Figure 1. M2 wires.
Drawn at 2 px/um.
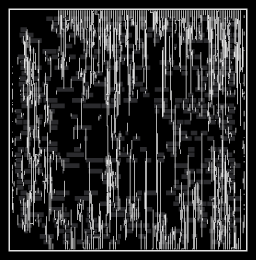
Figure 2. Gate-type map.
Drawn at 4 px/um.
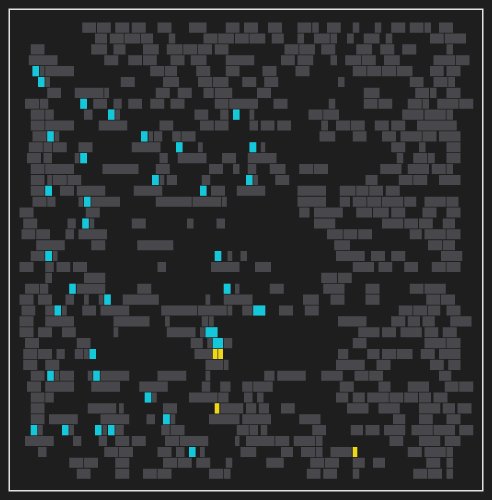
==> config.mk <==
export PLATFORM = sky130hd
export DESIGN_NAME = arm_data_mem_arbiter
export DESIGN_NICKNAME = d
export VERILOG_FILES = /design/src/rtl/arm_data_mem_arbiter.sv
export SDC_FILE = /design/constraint.sdc
export NUM_CORES = 1
export LEC_CHECK = 0
export CAP_MARGIN = 20
export CORE_AREA = 2 2 116 118
export DETAILED_ROUTE_END_ITERATION = 8
export DIE_AREA = 0 0 118 120
export HOLD_SLACK_MARGIN = 0.12
export PLACE_DENSITY_LB_ADDON = 0.08
export SLEW_MARGIN = 10
export SYNTH_ARGS = -nofsm -noshare
export SYNTH_HDL_FRONTEND = slang
export SYNTH_SLANG_ARGS = --single-unit
==> constraint.sdc <==
create_clock -name i_CLK -period 2.3 [get_ports i_CLK]
set_clock_uncertainty 0.05 [all_clocks]
set_input_delay 0.46 -clock i_CLK [delete_from_list [all_inputs] [get_ports i_CLK]]
set_output_delay 0.46 -clock i_CLK [all_outputs]
set_load 0.01 [all_outputs]
==> results.txt <==
Share of total power in the clock network -> 29.9%
Worst hold path cell count -> 2
Ys async rst share -> 0%
Number of antenna violations at the first check in global routing -> 0
Clock group power -> 0.655 mW
Outcome -> finished, final reports clean
Leading power group -> combinational cells
Fraction of area in clock buffers and inverters -> 2.43%
Post-synthesis instance area -> 0.00264 mm2
Adder-cell area share of the yosys netlist -> 0.950%
Worst slack at placement -> -0.557 ns
Post-synthesis chip area from yosys -> 0.00264 mm2
P_seq -> 0.675 mW
Final-report hold violation count -> 0
Core occupancy in the finished layout -> 44.4%
Effective utilization at floorplan -> 20.3%
Buffers excl. clock -> 322
Diode insertion count for antenna repair -> 0
GPL Wtd Cong -> 0.804
Clock Root Buffer -> sky130_fd_sc_hd__clkbuf_16
Total of cells resized after clock tree synthesis -> 159
Ratio of cells with drive above 1 in the final layout -> 25.0%
Post-synthesis net count -> 450
Sequential fraction of total cell area -> 12.9%
Yosys synthesis warning count -> 0
Distinct cell type count of the synthesized netlist -> 26
Die Ht -> 120 um
Parity-gate share of the synthesized area counting xor and xnor cells -> 0.332%
Synthesized-area fraction occupied by and/or/nand/nor cells -> 15.7%
Final cycle utilization of the critical path -> 98.6%
Slew margin rel. -> 65.3%
Post-detailed-placement cell area -> 0.00560 mm2
Yosys aoi share -> 6.89%
Mi-comb count -> 184
Number of instances in the synthesized netlist -> 282
MUX area fraction -> 32.8%
Signal arrival time at the worst endpoint -> 1.76 ns
Number of DRC violations after detailed-routing iteration 0 -> 119
Post-route setup slack -> 0.0323 ns
Overall routing resource usage -> 18.0%
Data required time of the critical path -> 1.79 ns
Worst setup path class -> flip-flop to output port
Crit path max-delay cell type -> sky130_fd_sc_hd__dfxtp_2
Mapped Avg Cell Area -> 9.34 um2
Remaining antenna violation count -> 0
Total net switching power -> 0.571 mW
Number of enable flip-flop cells -> 0
Insertion Delay late pin -> 0.27 ns
DR WL/cell -> 18.7 um
Max reg flops -> 32
Count of pins over their slew limit -> 0
Clock tree from TritonCTS -> done
Library cell occupying the most area in the post-synthesis netlist -> sky130_fd_sc_hd__dfxtp_1
Top achievable clock speed -> 441 MHz
Class of the tightest hold or removal check -> flip-flop to flip-flop
Max H-tree Level -> 2
Kind of start point of the critical path -> flip-flop
Clock buffer count from CTS -> 5
Worst-path clk slew -> 0.05 ns
CTS max path bufs -> 2
Biggest area contributors in the synthesized netlist -> sky130_fd_sc_hd__dfxtp_1 28%, sky130_fd_sc_hd__mux2_4 22%, sky130_fd_sc_hd__mux2_2 11%
Number of standard cells reported by yosys -> 282
Slew @ Worst Pin -> 0.508 ns
Logic gate share of total power -> 39.3%
Crit-path cells -> nand2b_4, nand2_8, buf_12, buf_8, buf_12, buf_6, mux2_4, buf_6
Seq share, synth -> 28.1%
Setup repair after global routing missed its margin -> true
Peak VDD IR -> 318 uV
Flip-flops -> 37
Detailed-route vias per instance -> 4.30
Element type at the critical path end -> output port
Count of inverters other than clock inverters in the layout -> 4
Register area -> 742 um2
Top flip-flop cell by instance count after synthesis -> sky130_fd_sc_hd__dfxtp_1
Fraction of power consumed by sequential logic -> 30.8%
Area growth from synthesis to layout -> 119%
Maximum fanout along the worst path -> 7
R2R setup slack -> 0.71 ns
Shortest clock period the worst path allows after layout -> 2.27 ns
Count of state elements after synthesis -> 37
Fill count -> 1306
Buffer share of cell area -> 54.1%
Quantity of I/O buffers inserted on ports -> 297
Worst hold margin -> 0.407 ns
Half-perimeter wire length of the detailed placement result -> 10500 um
Comb power -> 0.860 mW
Total Wirelength -> 13700 um
Fraction of synthesized cell area taken by the top area cell type -> 28.1%
Inserted tap cell count -> 176
Total clock sinks -> 37
Most frequent cell after synthesis -> sky130_fd_sc_hd__mux2_4
Internal power component -> 1.62 mW
Number of iterations in the first detailed-routing pass -> 4
Via count of the first global-routing pass -> 3126
Overall power after layout -> 2.19 mW
Top post-synthesis cells by count -> 38 x sky130_fd_sc_hd__mux2_4, 37 x sky130_fd_sc_hd__dfxtp_1, 36 x sky130_fd_sc_hd__nand2_1
Slowest cell delay on critical path -> 0.32 ns
Prevailing logic family in the synthesized netlist -> multiplexers
Number of warnings the tools reported -> 29
Worst Reg-to-Reg Cells -> 5
# DRC -> 0
Global route total overflow -> 0
Number of buffers inserted for hold repair after clock tree synthesis -> 0
Wire length of the first global-routing pass -> 19800 um
Final instance area -> 0.00576 mm2
Combinational Area -> 0.00153 mm2
Total I/O pin count -> 298
Sum of negative setup slack -> 0 ns
Width of the die -> 118 um
Number of nets in the final layout -> 722
Dominant kind of cell -> buffers
CORE AREA -> 0.0130 mm2
Leakage component of the power -> 2.43 nW
Max capacitance violation total -> 0
Number of placement rows -> 42
Pin count of the biggest net entering global routing -> 36
Power Dens Cells -> 380 mW/mm2
Final-report setup violation count -> 0
Number of buffers inserted by post-CTS setup repair -> 10
Die Size -> 0.0142 mm2
Placed cell count -> 711
Clock tree buffer count of the final layout -> 7
Switching fraction of total power -> 26.1%
About Figure 1:
- longest straight run: 51.9 um
- main direction: vertical
global-route met2 utilization: 30.8%
via count: 3140

About Figure 2:
- yellow: inv cells (cells 4; where south)
- cyan: aoi and oai cells (cells 35)
Final Non-Filler Cells: 731
fraction of area in multi-input gates: 26.5%
most frequent logic cell in the layout: sky130_fd_sc_hd__clkdlybuf4s50_1

==> critical path: cells and delay by family (launching register included) <==
| kind | cells | cell delay (ns) |
|---|---|---|
| and+or+nand+nor | 2 | 0.22 |
| muxes | 1 | 0.30 |
| buffers and inverters | 5 | 0.66 |
| DFF | 1 | 0.32 |
==> placed cells by master (no fill, tap or decap), types with 2 or more instances in the layout <==
master / n
sky130_fd_sc_hd__clkbuf_16: 6
sky130_fd_sc_hd__nand2_1: 36
sky130_fd_sc_hd__buf_4: 11
sky130_fd_sc_hd__nor2b_1: 2
sky130_fd_sc_hd__nor2_1: 4
sky130_fd_sc_hd__and3_1: 2
sky130_fd_sc_hd__buf_6: 6
sky130_fd_sc_hd__dfxtp_1: 36
sky130_fd_sc_hd__buf_2: 17
sky130_fd_sc_hd__mux2_4: 38
sky130_fd_sc_hd__clkdlybuf4s50_1: 227
sky130_fd_sc_hd__dlygate4sd2_1: 28
sky130_fd_sc_hd__buf_12: 8
sky130_fd_sc_hd__ha_1: 2
sky130_fd_sc_hd__clkbuf_1: 2
sky130_fd_sc_hd__mux2_2: 26
sky130_fd_sc_hd__o21ai_0: 31
sky130_fd_sc_hd__nand4_1: 32
sky130_fd_sc_hd__clkbuf_2: 18
sky130_fd_sc_hd__dlymetal6s2s_1: 3
sky130_fd_sc_hd__inv_1: 4
==> logic make-up (layout without fill, tap and decap cells) <==
group | Yosys count | count (layout)
buffers and inverters | 61 | 334
DFF | 37 | 37
muxes | 64 | 64
adders and majority gates | 2 | 2
and+or+nand+nor | 82 | 82
xor gates and xnor gates | 1 | 1
AOI/OAI and AO/OA | 35 | 35
==> metal layers <==
metal / wire length [um] / GRT usage, %
met1: 5680 / 21.6
met2: 6670 / 30.8
met3: 1220 / 6.89
met4: 119 / 3.31
met5: 0 / 0
Power is estimated from default activity; no workload was simulated.
